==> config.mk <==
export PLATFORM = sky130hd
export DESIGN_NAME = wptr_full
export DESIGN_NICKNAME = d
export VERILOG_FILES = /design/src/rtl/wptr_full.sv
export SDC_FILE = /design/constraint.sdc
export NUM_CORES = 1
export LEC_CHECK = 0
export ABC_AREA = 1
export CORE_UTILIZATION = 46
export DETAILED_ROUTE_END_ITERATION = 16
export PLACE_DENSITY_LB_ADDON = 0.12
export SKIP_CTS_REPAIR_TIMING = 1
export SYNTH_ARGS = -nofsm -noshare
export SYNTH_HDL_FRONTEND = slang
export SYNTH_SLANG_ARGS = --single-unit
export TNS_END_PERCENT = 30
==> constraint.sdc <==
create_clock -name clk -period 2.3 [get_ports clk]
set_input_delay 0.46 -clock clk [delete_from_list [all_inputs] [get_ports clk]]
set_output_delay 0.46 -clock clk [all_outputs]
set_load 0.02 [all_outputs]
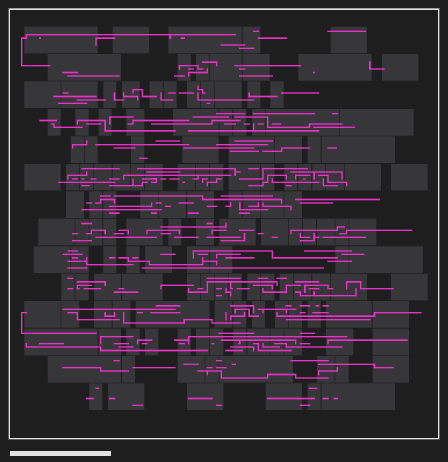
Figure 1: run 1, the metal 1 layer.
Bar = 10 µm.
main direction	horizontal
nets with wire on the layer	138
longest straight run	20.7 µm
Routed WL: 1650 µm
via count: 800

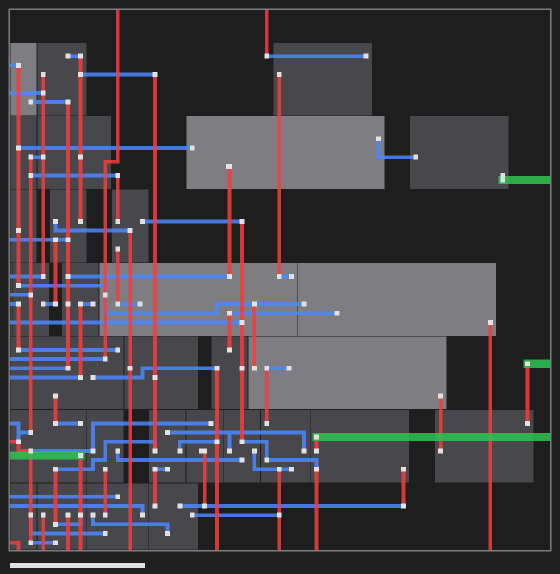
Figure 2: run 1, close-up of the layout.
Bar = 5 µm. Region (22, 22) to (42, 42) µm. Cells in grey, sequential cells in the stronger grey; small squares are vias.
colour	layer
blue	met1
green	met3
red	met2
most frequent	nand2_1 (5)
sequential cells in the window	4
cells with their middle in the window	27

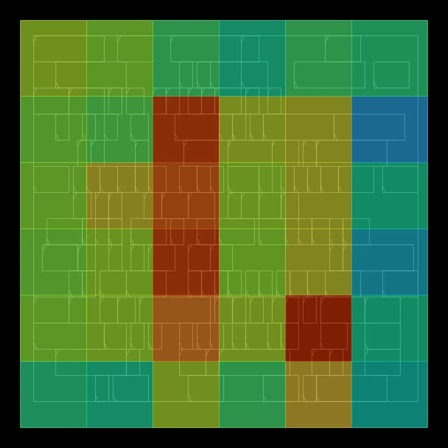
Figure 3: run 1, routing congestion map.
GR peak layer: met2
final core utilization: 68.7%
M2 GR Usage: 32.3%
Avg WL per Cell: 10.1 µm
M1 GR Usage: 26.5%

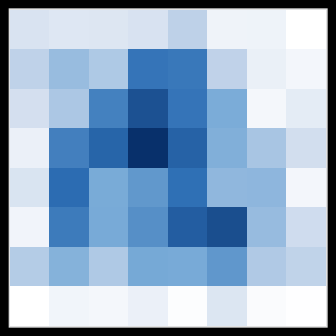
Figure 4: run 1, signal metal coverage by tile.
8 x 8 tiles, from white (low) to dark blue (high), scaled to the fullest tile. Values are wire area over tile area, all layers added.
nearly empty tiles	6.2%
mean over tiles	0.15
emptiest ninth of the die	upper right
gr usage total: 20.7%

==> impl_metrics.json, run 1 <==
{
  "status": "finished clean",
  "htreeDepth": 1,
  "arrival_ns": 2.27,
  "synthTopCellsByArea": "dfxtp_1, nand2_1, nand3_1",
  "path_cells": "clkdlybuf4s50_1 > inv_1 > nand2_1 > nand3_1 > nand2_1 > xor2_1 > ha_1 > inv_1 > ha_1 > a21oi_1 > xnor2_1 > nor2_1",
  "final.clkbuf_count": 4,
  "path_class": "in -> reg",
  "synth_cells": 116,
  "top_power_group": "registers",
  "seq_share_pct": 24.9,
  "fin_cells": 163,
  "final.fill_count": 139,
  "p_clk_share_pct": 21.6,
  "clock_sinks": 13,
  "dpl.hpwl_um": 1330,
  "drc": 0,
  "compound_area_share_pct": 5.50,
  "largest_class": "combinational gates",
  "slowest_stage": "clkdlybuf4s50_1",
  "top_logic_kind": "simple AND/OR/NAND/NOR gates",
  "timing.final.crit_share_pct": 91.5,
  "use_met3_pct": 5.17,
  "worst_ep_required_time_ns": 2.46,
  "r2r_cells": 11,
  "fmax_ghz": 0.475,
  "holdWs_ns": 0.471,
  "yosys_area_um2": 751,
  "portBuffers": 19,
  "inverters": 17,
  "dp_slack_ns": -0.0821,
  "grt_first_pass_wirelength_um": 2830,
  "drtPass1Iterations": 4,
  "p_sw_share_pct": 33.7,
  "io-pin-count": 20,
  "routed_via_density": 4.91,
  "combinationalPowerShare_pct": 38.1,
  "met2WireLength_um": 746,
  "tns_ns": 0,
  "min_period_ns": 2.11,
  "startpoint_type": "primary input",
  "buffers": 27,
  "ys_ff": 13,
  "drt_iter0_drc": 20,
  "slew_headroom_pct": 79.6,
  "max-vdd-ir-drop_mv": 0.373,
  "critPathTopFamily": "buffers and inverters",
  "path_depth": 12,
  "grt_pass1_vias": 708,
  "timing.final.ws_setup_ns": 0.195,
  "post-synth-top-area-cell": "dfxtp_1",
  "report.final.hold_viol_count": 0,
  "edf_count": 0,
  "drive_gt1_share_pct": 12.9,
  "cp.buffers_inverters": 3,
  "fp.dieW_um": 42.4,
  "antenna_found_initial": 0,
  "nets": 158,
  "critPathMaxStageDelay_ns": 0.52,
  "hold_depth": 2,
  "buf_share_pct": 23.9,
  "place.gp.congestion": 0.882,
  "syn_nets": 126,
  "taps": 16,
  "synth_top_area_share_pct": 34.7,
  "pwr-share-seq_pct": 40.3,
  "rsz0062_at_grt": "false",
  "diodes": 0,
  "top_cell": "nand2_1",
  "cts_tree": "built",
  "total_power_w": 0.000649,
  "hp-class": "reg -> reg",
  "synthXorXnorAreaFrac_pct": 2.33,
  "synthArstFlopShare_pct": 0,
  "fp-row-count": 14,
  "synth_cell_types": 15,
  "met1_length_um": 800,
  "avgSynthCellArea_um2": 6.47,
  "die_h_um": 42.4,
  "dpl.cell_count": 159,
  "slew_violations": 0,
  "grt_max_degree": 11,
  "ff_type": "dfxtp_1",
  "skew_ns": 0.00381,
  "ys_sh_mux_pct": 0,
  "p_int_w": 0.000431,
  "yosysWarnings": 0,
  "final-setup-viol-count": 0,
  "die_area_mm2": 0.00180,
  "area_delta_synth_final_pct": 39.5,
  "floorplan.core_util_pct": 49.3,
  "warning_count": 26,
  "tightest_slew_ns": 0.303,
  "sh_comb_area_pct": 40.7,
  "crit_fanout": 4,
  "clock_latency_ns": 0.27,
  "mostFrequentLayoutCell": "nand2_1",
  "clock_area_share_pct": 2.51,
  "end_kind": "register",
  "flop_area_um2": 260,
  "fa_ha_area_share_pct": 5.00,
  "power_density_mw_per_mm2": 620,
  "comb_cells": 86
}
Figure 5. Routed metal, one colour a layer (run 1).
Bar = 10 µm. Only two layers are drawn.
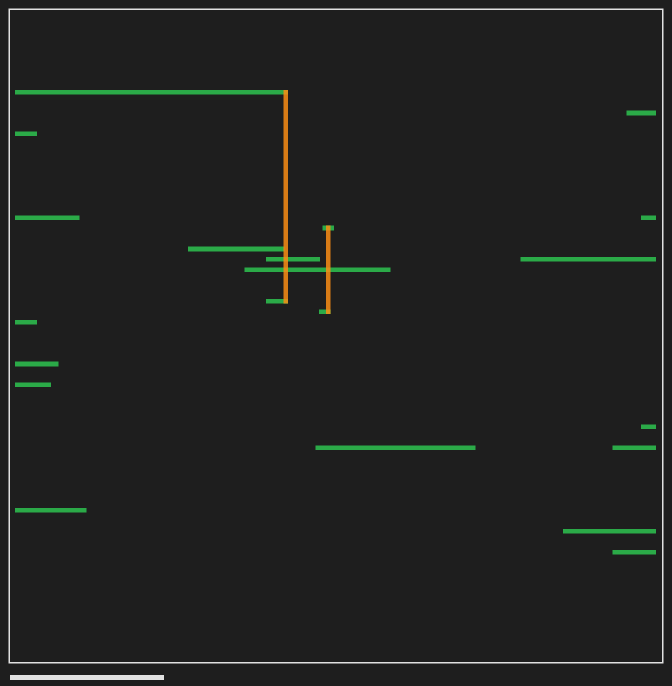

## Run 2: what changed since run 1
--- a/config.mk
+++ b/config.mk
@@ -8,9 +8,8 @@
 export ABC_AREA = 1
 export CORE_UTILIZATION = 46
 export DETAILED_ROUTE_END_ITERATION = 16
-export PLACE_DENSITY_LB_ADDON = 0.12
+export PLACE_DENSITY = 0.82
 export SKIP_CTS_REPAIR_TIMING = 1
 export SYNTH_ARGS = -nofsm -noshare
 export SYNTH_HDL_FRONTEND = slang
 export SYNTH_SLANG_ARGS = --single-unit
-export TNS_END_PERCENT = 30
==> constraint.sdc (replaced) <==
create_clock -name clk -period 2.2 [get_ports clk]
set_input_delay 0.44 -clock clk [delete_from_list [all_inputs] [get_ports clk]]
set_output_delay 0.44 -clock clk [all_outputs]
set_load 0.02 [all_outputs]
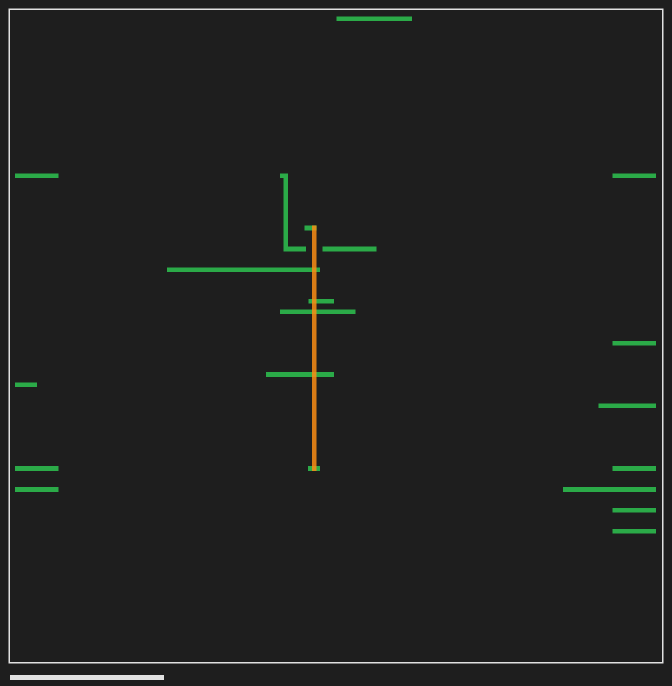
Figure 6: run 2, routed metal, one colour a layer.
Bar = 10 µm. Only two layers are drawn.
colour	layer	wire length
orange	met4	15.6 µm
green	met3	64.8 µm
Avg WL per Cell: 10.3 µm
gr usage total: 19.9%
Routed WL: 1680 µm
via count: 814

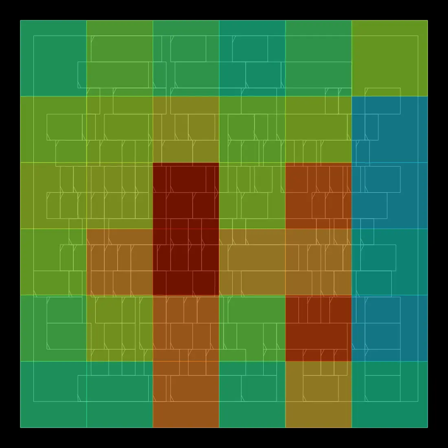
Figure 7: run 2, routing congestion map.
M1 GR Usage: 26.1%
final core utilization: 70.0%
M2 GR Usage: 33.8%
met3 Use GR: 1.29%

==> run 2 against run 1 <==
  * Clock power barely moved
  * Worst setup slack got worse by 0.075 ns
  * Global-route usage fell by 0.84 points
  * Synthesized area did not move
  * Register-to-register slack got worse by 0.07 ns
  * Total power rose by 5.0%
  * Critical path depth did not move
  * Clock skew fell by 0.0026 ns
  * Synthesized cell count did not move
  * Via count rose by 1.8%
  * Highest routed layer unchanged
  * Non-clock buffer count did not move
  * Critical endpoint unchanged
  * Final area rose by 1.8%
==> impl_metrics.json, run 2 <==
{
  "switchingPower_w": 0.000228,
  "synth_cells": 116,
  "comb_cells": 86,
  "p_int_w": 0.000454,
  "top_logic_kind": "simple AND/OR/NAND/NOR gates",
  "cp.buffers_inverters": 3,
  "clock_power_w": 0.000139,
  "slew_violations": 0,
  "htreeDepth": 1,
  "nets": 158,
  "die_h_um": 42.4,
  "final.fill_count": 141,
  "post-synth-top-area-cell": "dfxtp_1",
  "crit_fanout": 4,
  "startpoint_type": "primary input",
  "fin_cells": 163,
  "final-setup-viol-count": 0,
  "synth_cell_types": 15,
  "grt_max_degree": 11,
  "drive_gt1_share_pct": 15.6,
  "seq_share_pct": 24.4,
  "clock_area_share_pct": 2.46,
  "drt_iter0_drc": 29,
  "fp.dieW_um": 42.4,
  "flop_area_um2": 260,
  "avgSynthCellArea_um2": 6.47,
  "diodes": 0,
  "place.gp.congestion": 0.790,
  "floorplan.core_util_pct": 49.3,
  "timing.final.ws_setup_ns": 0.120,
  "synth_top_area_share_pct": 34.7,
  "critPathTopFamily": "buffers and inverters",
  "dpl.cell_count": 159,
  "warning_count": 26,
  "largest_class": "combinational gates",
  "ys_sh_mux_pct": 0,
  "antenna_found_initial": 0,
  "clock_sinks": 13,
  "inverters": 17,
  "met1_length_um": 772,
  "slew_headroom_pct": 80.5,
  "critPathMaxStageDelay_ns": 0.52,
  "sh_comb_area_pct": 41.5,
  "drc": 0,
  "io-pin-count": 20,
  "area_delta_synth_final_pct": 42.0,
  "syn_nets": 126,
  "cts-buffers-inserted": 3,
  "ff_type": "dfxtp_1",
  "arrival_ns": 2.24,
  "fa_ha_area_share_pct": 5.00,
  "edf_count": 0,
  "power_density_mw_per_mm2": 639,
  "routed_via_density": 4.99,
  "final_cell_mix": "nand2_1, clkdlybuf4s50_1, nand3_1",
  "skew_ns": 0.00118,
  "min_period_ns": 2.08,
  "end_kind": "register",
  "synthTopCellsByArea": "dfxtp_1, nand2_1, nand3_1",
  "clock_latency_ns": 0.27,
  "drtPass1Iterations": 4,
  "report.final.hold_viol_count": 0,
  "combinationalPowerShare_pct": 39.5,
  "compound_area_share_pct": 5.50,
  "holdWs_ns": 0.485,
  "timing.final.crit_share_pct": 94.6,
  "pwr-share-seq_pct": 40.1,
  "tightest_slew_ns": 0.291,
  "p_sw_share_pct": 33.5,
  "max-vdd-ir-drop_mv": 0.342,
  "top_cell": "nand2_1",
  "p_clk_share_pct": 20.4,
  "synthXorXnorAreaFrac_pct": 2.33,
  "final.clkbuf_count": 4,
  "fmax_ghz": 0.481,
  "tns_ns": 0,
  "total_power_w": 0.000682,
  "status": "finished clean",
  "buffers": 27,
  "dpl.hpwl_um": 1390,
  "yosys_area_um2": 751,
  "mostFrequentLayoutCell": "nand2_1",
  "worst_ep_required_time_ns": 2.36,
  "die_area_mm2": 0.00180,
  "path_depth": 12,
  "buf_share_pct": 23.7,
  "taps": 16,
  "slowest_stage": "clkdlybuf4s50_1",
  "yosysWarnings": 0,
  "cts_tree": "built",
  "top_power_group": "registers"
}
Power is estimated from default activity; no workload was simulated.
